$ cat src/rtl/lsu_mem_if.sv
// rtl/lsu_mem_if.sv - byte-addressed load/store front end for a word-wide BRAM
module lsu_mem_if #(
    parameter int ADDR_WIDTH = 15
) (
    input  logic        clk,
    input  logic        rst,
    input  logic        req_valid,
    output logic        req_ready,
    input  logic        req_we,
    input  logic [31:0] req_addr,
    input  logic [1:0]  req_size,
    input  logic        req_unsigned,
    input  logic [31:0] req_wdata,
    input  logic [31:0] req_pc,
    output logic        resp_valid,
    output logic [31:0] resp_rdata,
    output logic [31:0] mem_pc,
    output logic [3:0]  mem_w_enable,
    output logic [31:0] mem_r_addr,
    output logic [31:0] mem_w_addr,
    output logic [31:0] mem_w_data,
    output logic [31:0] mem_row_addr,
    input  logic [31:0] mem_r_data
);

    typedef enum logic [2:0] {IDLE, LD_HI, LD_RESP, ST_HI, ST_RESP} state_t;

    state_t                  state_q, state_d;
    logic [31:0]             addr_q, addr_d;
    logic [1:0]              size_q, size_d;
    logic                    uns_q, uns_d;
    logic [31:0]             wdata_q, wdata_d;
    logic [31:0]             pc_q, pc_d;
    logic [31:0]             lo_q, lo_d;
    logic [ADDR_WIDTH-1:0]   raddr_q, raddr_d;

    // Lanes 4..7 of the mask belong to the following word.
    function automatic logic [7:0] lane_mask(input logic [1:0] size, input logic [1:0] off);
        logic [7:0] base;
        case (size)
            2'd0:    base = 8'h01;
            2'd1:    base = 8'h03;
            default: base = 8'h0F;
        endcase
        return base << off;
    endfunction

    logic [7:0]            req_mask, q_mask;
    logic [ADDR_WIDTH-1:0] req_w, q_w, q_w_inc;
    logic                  q_cross;
    logic [63:0]           ld_pair;
    logic [31:0]           ld_word;
    logic [31:0]           ld_result;
    logic [3:0]            w_en;
    logic [ADDR_WIDTH-1:0] w_addr;
    logic [31:0]           w_data;
    logic                  ready, rvalid;
    logic [31:0]           rdata;

    assign req_mask = lane_mask(req_size, req_addr[1:0]);
    assign q_mask   = lane_mask(size_q, addr_q[1:0]);
    assign req_w    = req_addr[ADDR_WIDTH+1:2];
    assign q_w      = addr_q[ADDR_WIDTH+1:2];
    assign q_w_inc  = q_w + ADDR_WIDTH'(1);
    assign q_cross  = |q_mask[7:4];

    assign ld_pair = q_cross ? {mem_r_data, lo_q} : {32'h0, mem_r_data};
    assign ld_word = 32'(ld_pair >> {addr_q[1:0], 3'b000});

    always_comb begin
        ld_result = ld_word;
        case (size_q)
            2'd0: ld_result = uns_q ? {24'h0, ld_word[7:0]}  : {{24{ld_word[7]}},  ld_word[7:0]};
            2'd1: ld_result = uns_q ? {16'h0, ld_word[15:0]} : {{16{ld_word[15]}}, ld_word[15:0]};
            default: ld_result = ld_word;
        endcase
    end

    always_comb begin
        state_d = state_q;
        addr_d  = addr_q;
        size_d  = size_q;
        uns_d   = uns_q;
        wdata_d = wdata_q;
        pc_d    = pc_q;
        lo_d    = lo_q;
        raddr_d = raddr_q;
        ready   = 1'b0;
        rvalid  = 1'b0;
        rdata   = 32'h0;
        w_en    = 4'h0;
        w_addr  = q_w;
        w_data  = 32'h0;
        case (state_q)
            IDLE: begin
                ready  = 1'b1;
                w_addr = req_w;
                w_data = req_wdata << {req_addr[1:0], 3'b000};
                if (req_valid) begin
                    addr_d  = req_addr;
                    size_d  = req_size;
                    uns_d   = req_unsigned;
                    wdata_d = req_wdata;
                    pc_d    = req_pc;
                    if (req_we) begin
                        w_en    = req_mask[3:0];
                        state_d = (|req_mask[7:4]) ? ST_HI : ST_RESP;
                    end else begin
                        raddr_d = req_w;
                        state_d = (|req_mask[7:4]) ? LD_HI : LD_RESP;
                    end
                end
            end
            LD_HI: begin
                raddr_d = q_w_inc;
                lo_d    = mem_r_data;
                state_d = LD_RESP;
            end
            LD_RESP: begin
                rvalid  = 1'b1;
                rdata   = ld_result;
                state_d = IDLE;
            end
            ST_HI: begin
                w_addr  = q_w_inc;
                w_en    = 4'(q_mask >> 4);
                w_data  = wdata_q >> {3'd4 - {1'b0, addr_q[1:0]}, 3'b000};
                state_d = ST_RESP;
            end
            ST_RESP: begin
                rvalid  = 1'b1;
                state_d = IDLE;
            end
            default: state_d = IDLE;
        endcase
        // Reset must also suppress the second half of an in-flight store.
        if (rst) begin
            ready  = 1'b0;
            rvalid = 1'b0;
            rdata  = 32'h0;
            w_en   = 4'h0;
        end
    end

    always_ff @(posedge clk) begin
        if (rst) begin
            state_q <= IDLE;
            raddr_q <= '0;
        end else begin
            state_q <= state_d;
            raddr_q <= raddr_d;
        end
    end

    always_ff @(posedge clk) begin
        addr_q  <= addr_d;
        size_q  <= size_d;
        uns_q   <= uns_d;
        wdata_q <= wdata_d;
        pc_q    <= pc_d;
        lo_q    <= lo_d;
    end

    assign req_ready    = ready;
    assign resp_valid   = rvalid;
    assign resp_rdata   = rdata;
    assign mem_w_enable = w_en;
    assign mem_r_addr   = 32'(raddr_d);
    assign mem_w_addr   = 32'(w_addr);
    assign mem_w_data   = w_data;
    assign mem_row_addr = addr_q;
    assign mem_pc       = pc_q;

endmodule
$ cat config.mk
export PLATFORM = sky130hd
export DESIGN_NAME = lsu_mem_if
export DESIGN_NICKNAME = d
export VERILOG_FILES = /design/src/rtl/lsu_mem_if.sv
export SDC_FILE = /design/constraint.sdc
export NUM_CORES = 1
export LEC_CHECK = 0
export CAP_MARGIN = 20
export CORE_MARGIN = 4
export CORE_UTILIZATION = 49
export CTS_BUF_LIST = sky130_fd_sc_hd__clkbuf_8
export DETAILED_ROUTE_END_ITERATION = 8
export GPL_ROUTABILITY_DRIVEN = 0
export GPL_TIMING_DRIVEN = 0
export PLACE_DENSITY_LB_ADDON = 0.05
export SYNTH_ARGS = -nofsm -noshare
export SYNTH_HDL_FRONTEND = slang
export SYNTH_SLANG_ARGS = --single-unit
export TNS_END_PERCENT = 100
$ cat constraint.sdc
create_clock -name clk -period 8.2 [get_ports clk]
set_input_delay 1.23 -clock clk [delete_from_list [all_inputs] [get_ports clk]]
set_output_delay 1.23 -clock clk [all_outputs]
set_load 0.05 [all_outputs]
metal_stack.png
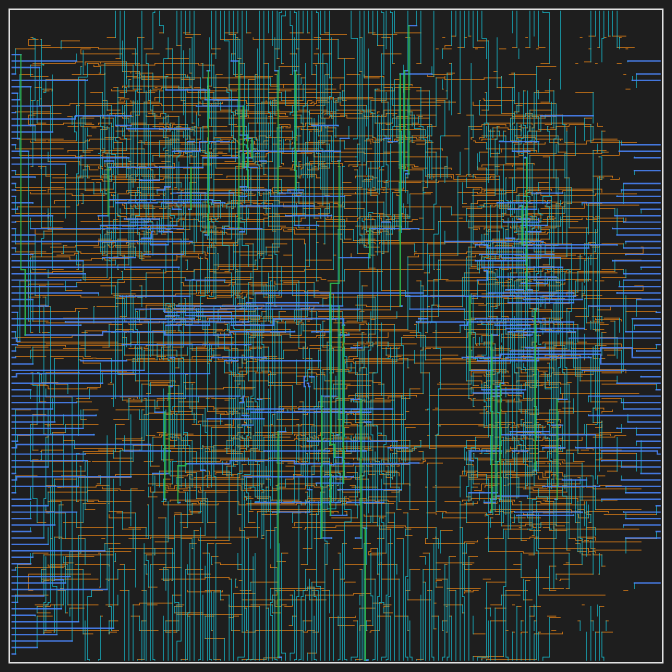
Green marks met4, wire length 846 microns. Orange marks met1, wire length 10500 microns. Cyan marks met2, wire length 13800 microns. Blue marks met3, wire length 3160 microns.
routed len/inst: 20.3 microns
Via Count: 7973
GRT Total Usage: 29.0%
total routed wirelength: 28300 microns

==> out/qor.txt <==
Worst setup SP type -> flop
Clk_lat worst skew -> 0.45 ns
Router iterations before antenna repair -> 8
Tool Warnings -> 26
Maximum buffer depth of the clock tree -> 2
Pins Over Slew Limit -> 0
Dominant comb cell -> AND-OR/OR-AND gates
Max Fclk -> 0.159 GHz
Most frequently placed logic cell in the final layout -> clkdlybuf4s50_1
Final #Nets -> 1294
TritonCTS sink count -> 141
Util after Layout -> 73.2%
First-pass GRT wire length -> 42200 microns
WHS -> 0.548 ns
Simple-Gate Fraction of Synth Area -> 14.3%
Vias in the first global route -> 7716
H-tree levels -> 4
Placed Cells -> 1356
Adder-cell share of the synthesized area -> 0.456%
Width of the die -> 138 microns
Core ar. -> 16500 sq um
Setup-failing EPs final -> 0
Period utilization -> 76.7%
Area reported by Yosys stat -> 8230 sq um
Main synth FF type -> edfxtp_1
Clock-pin slew on the worst setup and hold paths -> 0.08 ns
Buffers on Ports -> 297
Crit path DAT -> 5.06 ns
Clock power frac -> 27.3%
Worst-margin pin slew -> 0.916 ns
Yosys cell count -> 805
Setup_tns -> 0 ns
Post-synth mux share -> 9.64%
VDD IR-drop max -> 0.152 mV
Leakage -> 4.56 nW
Initial DRC count -> 790
FP Core Util -> 49.8%
Net Sw Power -> 852 uW
Drt drc -> 0
Top Layout Cells -> 297 x clkdlybuf4s50_1, 123 x edfxtp_1, 93 x nand2_1
Worst Skew -> 0.00916 ns
# hold bufs at CTS -> 0
Critical path class -> flop to primary output
Row count -> 47
HPWL Detailed -> 20800 microns
TritonCTS clock tree -> done
Synth warn -> 0
Clk root buf -> clkbuf_8
Ys async rst share -> 0%
Number of CTS-inserted buffers -> 17
CP endpoint kind -> primary output
Final cell count without fillers -> 1389
Pint -> 1.46 mW
Distinct lib cells -> 63
Final hold viol count -> 0
Post-route ant nets -> 0
Sw Ratio -> 36.8%
RSZ-0062 raised after global routing -> no
Synthesized instance count -> 805
#FFs+latches synth -> 141
XORs/XNORs by Area -> 1.38%
Sequential-to-total area share from yosys stat -> 49.3%
Syn avg cell area -> 10.2 sq um
Post-cts resize count -> 0
Sequential cell fraction of total power -> 37.6%
Chip area -> 18900 sq um
Status -> finished clean
Min Clock Period, post-route -> 6.29 ns
Total gr overflow -> 0
Hold/Removal Path Class -> flop to flop
Pwr Density -> 191 nW/um^2
Final Power -> 2.32 mW
Initial antenna violation count -> 0
Die height -> 138 microns
Post-Syn Area -> 8230 sq um
Largest net degree at the start of global routing -> 56
Worst slew margin -> 38.7%
Post-CTS Setup Inserts -> 0
EDFF count, synth -> 123
Routed vias/inst -> 5.74
IO Count -> 333
Crit path required time -> 6.97 ns
Layout cells sized above 1 -> 9.50%
drive_strength.png
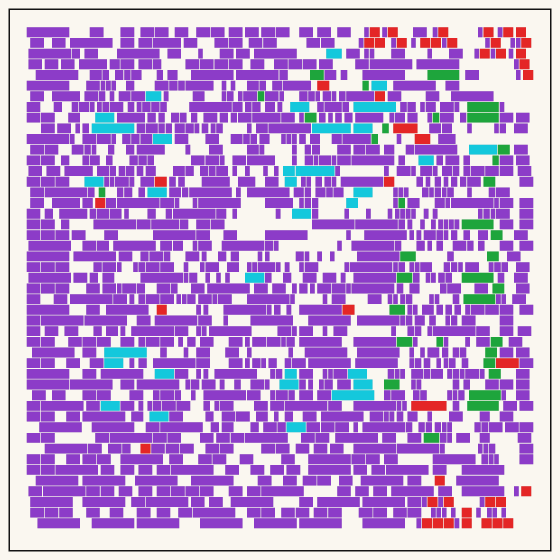
Red marks drive 3 to 4, cells 45, share 3.8%. Purple marks drive 1 or less, cells 1058, share 91%. Cyan marks drive 6 and up, cells 32, share 2.7%. Green marks drive 2, cells 34, share 2.9%.
Final WS setup: 1.91 ns
design area: 12100 sq um
Syn-to-layout area delta: 47.1%
buffer count excluding the clock tree in the final layout: 393

## layout make-up
cell class	count	area, sq um
fillers	1267	4420
flip-flops and latches	141	4050
multi-input cells	584	3690
repair buffers	299	3030
plain buffers	94	543
well taps	220	275
clock buffers	17	234
clock inverters	15	210
inverters	19	71.3
## stage by stage
step | setup WS [ns] | cell area, sq um
4_1_cts | 2.08 | 12100
6_report | 1.91 | 12100
2_1_floorplan | 2.52 | 8350
3_5_place_dp | 2.31 | 11600
3_3_place_gp | 2.32 | 11600
5_1_grt | 1.76 | 12100
## flip-flops by register name, indices dropped and copies added (netlist names)
signal,flops
mem_pc,32
uns_q,1
wdata_q,32
state_q,3
mem_row_addr,32
raddr_q,15
lo_q,24
size_q,2
## Yosys cell counts, types with 4 or more instances
master | number | area [sq um]
a21oi_1 | 32 | 160
and3_1 | 7 | 43.8
nand2_1 | 93 | 349
inv_1 | 18 | 67.6
clkbuf_1 | 36 | 135
or3_1 | 5 | 31.3
mux2_2 | 6 | 67.6
o211ai_1 | 7 | 52.6
nand4_1 | 4 | 25.0
a221o_1 | 7 | 70.1
a211oi_1 | 4 | 30.0
a222oi_1 | 4 | 40.0
mux2i_1 | 52 | 521
buf_4 | 35 | 263
dfxtp_1 | 18 | 360
xnor2_1 | 10 | 87.6
a32o_1 | 16 | 160
nor3_1 | 15 | 75.1
a21oi_2 | 9 | 78.8
a211o_1 | 9 | 78.8
nor2b_1 | 24 | 150
a311oi_1 | 7 | 61.3
buf_1 | 9 | 33.8
o22ai_1 | 17 | 106
buf_2 | 9 | 45.0
nor2_1 | 63 | 236
mux4_2 | 8 | 180
edfxtp_1 | 123 | 3690
a22oi_1 | 14 | 105
o21ai_0 | 76 | 380
nand3_1 | 22 | 110
## power by group through the flow
stage                     logic [mW]  registers, mW  clock network, mW
after detailed placement       0.803          0.885                  0
after floorplan                0.429          0.968                  0
final                          0.814          0.870              0.631
after CTS                      0.807          0.869              0.636
after global placement         0.796          0.889                  0
after global routing           0.853          0.875              0.671
## worst max-delay path, cell delays in order (launching register included)
cell	delay (ns)
edfxtp_1	0.44
buf_2	0.27
clkinv_1	0.31
clkbuf_1	0.37
ha_1	0.37
clkbuf_1	0.23
or3_1	0.39
clkbuf_1	0.29
nor2_1	0.78
a32o_1	0.30
clkdlybuf4s50_1	0.84
## cells by family after synthesis
kind of cell,count (synthesis)
adders and majority gates,3
and+or+nand+nor,253
AOI/OAI and AO/OA,214
muxes,67
xor gates and xnor gates,13
buffers and inverters,113
other,1
DFF,141
## per-layer routing
layer	global-route usage, %	vias up	routed length (microns)
li1	-	3648	-
met1	36.1	3736	10500
met2	47.7	517	13800
met3	8.91	72	3160
met4	10.6	0	845
met5	0	-	0
## path summary, 6_finish.rpt
| kind | start | endpoint | slack (ns) | cells past startpoint |
|---|---|---|---|---|
| worst max-delay path | mem_row_addr[0] | mem_w_data[31] | 1.91 | 10 |
| worst min-delay path | raddr_q[1] | raddr_q[1] | 0.55 | 2 |
| worst max register to register | state_q[0] | mem_row_addr[28] | 5.59 | 4 |
| worst min register to register | raddr_q[1] | raddr_q[1] | 0.55 | 2 |
Power and IR drop assume default switching activity.
